## src/rtl/mux_arb_n.sv

```systemverilog
// mux_arb_n: N-input valid/ready selector (fixed select or round-robin) feeding one registered output stage
module mux_arb_n #(
    parameter int WIDTH = 16,
    parameter int N = 4,
    parameter int SELW = $clog2(N),
    parameter int MODE = 0
) (
    input  logic               clk,
    input  logic               rst,
    input  logic [N*WIDTH-1:0] in_data,
    input  logic [N-1:0]       in_valid,
    output logic [N-1:0]       in_ready,
    input  logic [SELW-1:0]    sel,
    output logic [WIDTH-1:0]   out_data,
    output logic               out_valid,
    input  logic               out_ready,
    output logic [SELW-1:0]    out_src
);
    logic [SELW-1:0] ptr, g;
    logic hit, load;
    assign load = !out_valid || out_ready;
    always_comb begin
        g = '0;
        hit = 1'b0;
        if (MODE == 0) begin
            if (int'(sel) < N && in_valid[sel]) begin
                hit = 1'b1;
                g = sel;
            end
        end else begin
            // scan from the far end so the channel nearest ptr wins
            for (int k = N - 1; k >= 0; k--)
                if (in_valid[(int'(ptr) + k) % N]) begin
                    hit = 1'b1;
                    g = SELW'((int'(ptr) + k) % N);
                end
        end
    end
    assign in_ready = (hit && load) ? N'(1) << g : '0;
    always_ff @(posedge clk or posedge rst)
        if (rst) begin
            out_valid <= 1'b0;
            out_data <= '0;
            out_src <= '0;
            ptr <= '0;
        end else if (load) begin
            out_valid <= hit;
            if (hit) begin
                out_data <= in_data[int'(g)*WIDTH +: WIDTH];
                out_src <= g;
                if (MODE == 1) ptr <= SELW'((int'(g) + 1) % N);
            end
        end
endmodule

```

## config.mk

```make
export PLATFORM = sky130hd
export DESIGN_NAME = mux_arb_n
export DESIGN_NICKNAME = d
export VERILOG_FILES = /design/src/rtl/mux_arb_n.sv
export SDC_FILE = /design/constraint.sdc
export NUM_CORES = 1
export LEC_CHECK = 0
export ABC_CLOCK_PERIOD_IN_PS = 2240
export CAP_MARGIN = 20
export CORE_UTILIZATION = 34
export DETAILED_ROUTE_END_ITERATION = 7
export PLACE_DENSITY = 0.81
export SKIP_LAST_GASP = 1
export SLEW_MARGIN = 10
export SYNTH_ARGS = -nofsm -noshare
export SYNTH_HDL_FRONTEND = slang
export SYNTH_SLANG_ARGS = --single-unit
```

## constraint.sdc

```tcl
create_clock -name clk -period 2.24 [get_ports clk]
set_input_delay 0.448 -clock clk [delete_from_list [all_inputs] [get_ports clk]]
set_output_delay 0.448 -clock clk [all_outputs]
set_load 0.1 [all_outputs]
```

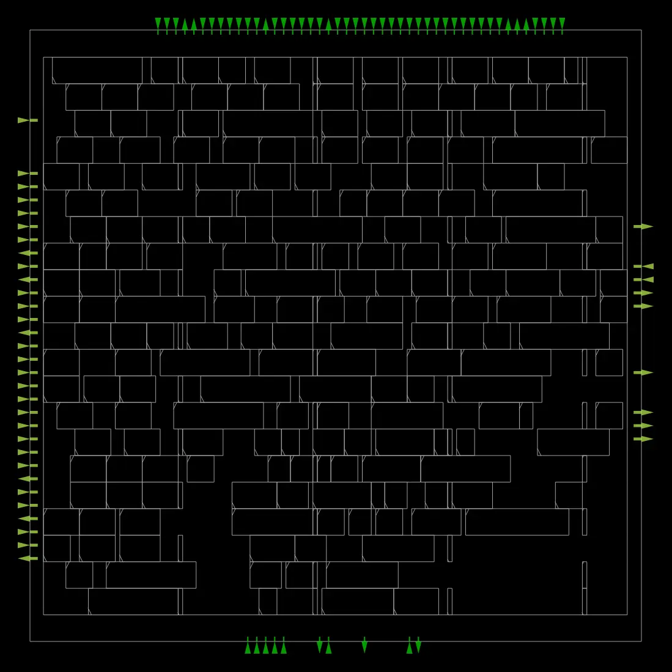
Figure 1: cell placement.
n_taps: 46
placement row count: 21
final core utilization: 69.63%
fill cell instance count of the final layout: 275
post-route non-filler standard cell count: 246

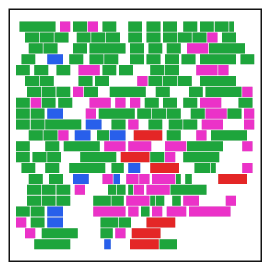
Figure 2: cells by drive strength.
(4 px per micron)
| color | size | cells |
|---|---|---|
| blue | x2 | 11 |
| green | x1 and smaller | 135 |
| red | x6 and larger | 7 |
| magenta | x3 and x4 | 47 |

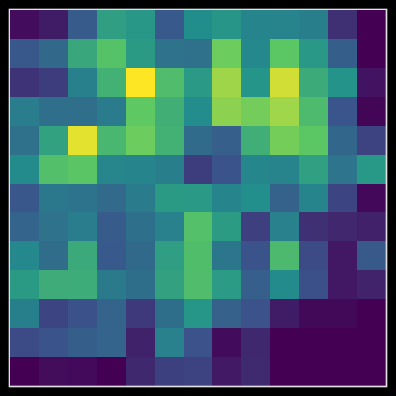
Figure 3: routed metal per tile.
(6 px per micron) 13 x 13 tiles, from dark purple (low) to yellow (high), scaled to the fullest tile. Values are wire area over tile area, all layers added.
emptiest ninth of the die: lower right
tiles over half the peak: 30%
mean over tiles: 0.17

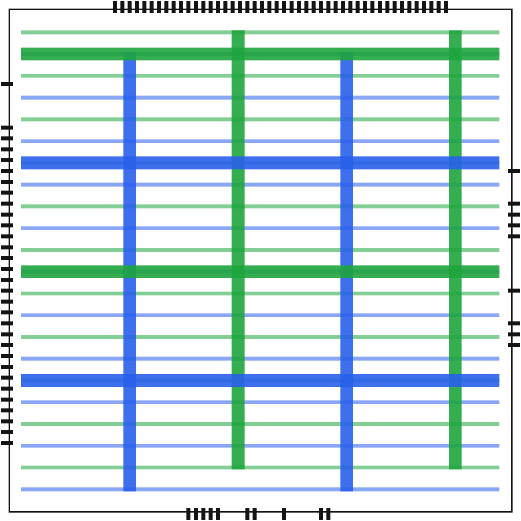
Figure 4: floorplan with the power grid.
(8 px per micron) Pins as bars on the die edge.
| color | net |
|---|---|
| green | VDD |
| blue | VSS |
met4 straps: 4
signal pins: 96
met5 straps: 4
rows: 21

==> job_summary.md <==
## Synthesis and layout report

| Metric | Value |
|---|---|
| Flip-flops with a built-in enable | `0` |
| Result of the run | `complete, no violations` |
| Antenna violation net count after detailed routing | `0` |
| Register cell area after layout | `479.2 sq um` |
| Worst-path clk slew | `0.13 ns` |
| Top-Level Pins | `96` |
| Chip Height | `62.63 microns` |
| Max FO, Critical Path | `3` |
| CTS tree | `done` |
| Total detailed-routing wirelength | `4246 microns` |
| Total placed cells including tap cells | `241` |
| TritonCTS Sinks | `19` |
| Die area | `3923 sq um` |
| DP HPWL | `3368 microns` |
| Hold Buf Count CTS | `0` |
| Leakage power of the design | `0.001034 uW` |
| Netlist Area Pre-Place | `1250 sq um` |
| Share of layout cells above drive strength 1 | `32.50%` |
| Slew at the pin closest to its max-slew limit | `1.165 ns` |
| Portion of synthesized cell area occupied by the leading cell type | `38.04%` |
| Cell types occupying the most area after synthesis | `sky130_fd_sc_hd__dfrtp_1, sky130_fd_sc_hd__a221o_1, sky130_fd_sc_hd__a32o_1` |
-- final timing paths --
kind / startpoint / depth (start not counted) / end
setup / recovery: out_valid / 5 / in_ready[0]
hold / removal: out_src[0] / 1 / out_src[0]
hold reg to reg: out_src[0] / 1 / out_src[0]
min in group asynchronous: rst / 2 / out_data[2]
max in group asynchronous: rst / 2 / out_valid
setup reg to reg: out_valid / 5 / out_data[3]
-- metal layers --
layer  part of all wire (%)  GRT usage (%)
met5                      0              0
met3                    4.8          3.650
met1                     38          23.20
met4                    1.8          7.849
met2                     55          41.85
-- flip-flops by register name (all words and copies together) (netlist names) --
| register | count |
|---|---|
| out_data | 16 |
| out_src | 2 |
| out_valid | 1 |
-- area by class of cell --
| class | count | share of cell area [%] |
|---|---|---|
| repair buffers | 105 | 44.35 |
| multi-input cells | 70 | 31.61 |
| flip-flops and latches | 19 | 20.15 |
| well taps | 46 | 2.420 |
| clock buffers | 3 | 0.9469 |
| inverters | 2 | 0.3156 |
| clock inverters | 1 | 0.2104 |
-- cell families after synthesis --
kind of cell,share of synthesized area [%]
mux,19.72
simple gates,7.508
flops,38.04
buf+inv,6.707
compound gates,28.03
-- critical path: cells and delay by family (launching register included) --
family | cells | cell delay (ns)
DFF | 1 | 0.50
AOI/OAI and AO/OA | 1 | 0.07
buffers and inverters | 1 | 0.21
and+or+nand+nor | 3 | 0.62
-- what timing repair did --
action	in CTS	in global routing
hold endpoints to repair	0	0
setup buffers	0	1
resized	5	6
cloned	0	0
endpoints found under the setup margin	19	2
pin swaps	2	2
-- where the power goes --
| group | switching, uW | leakage (uW) | internal, uW |
|---|---|---|---|
| logic | 871 | 0.000792 | 406 |
| registers | 52.6 | 0.000225 | 432 |
| clock network | 121 | 0.0000177 | 66.7 |
No activity file was given, so power comes from the tool's default toggle rates.
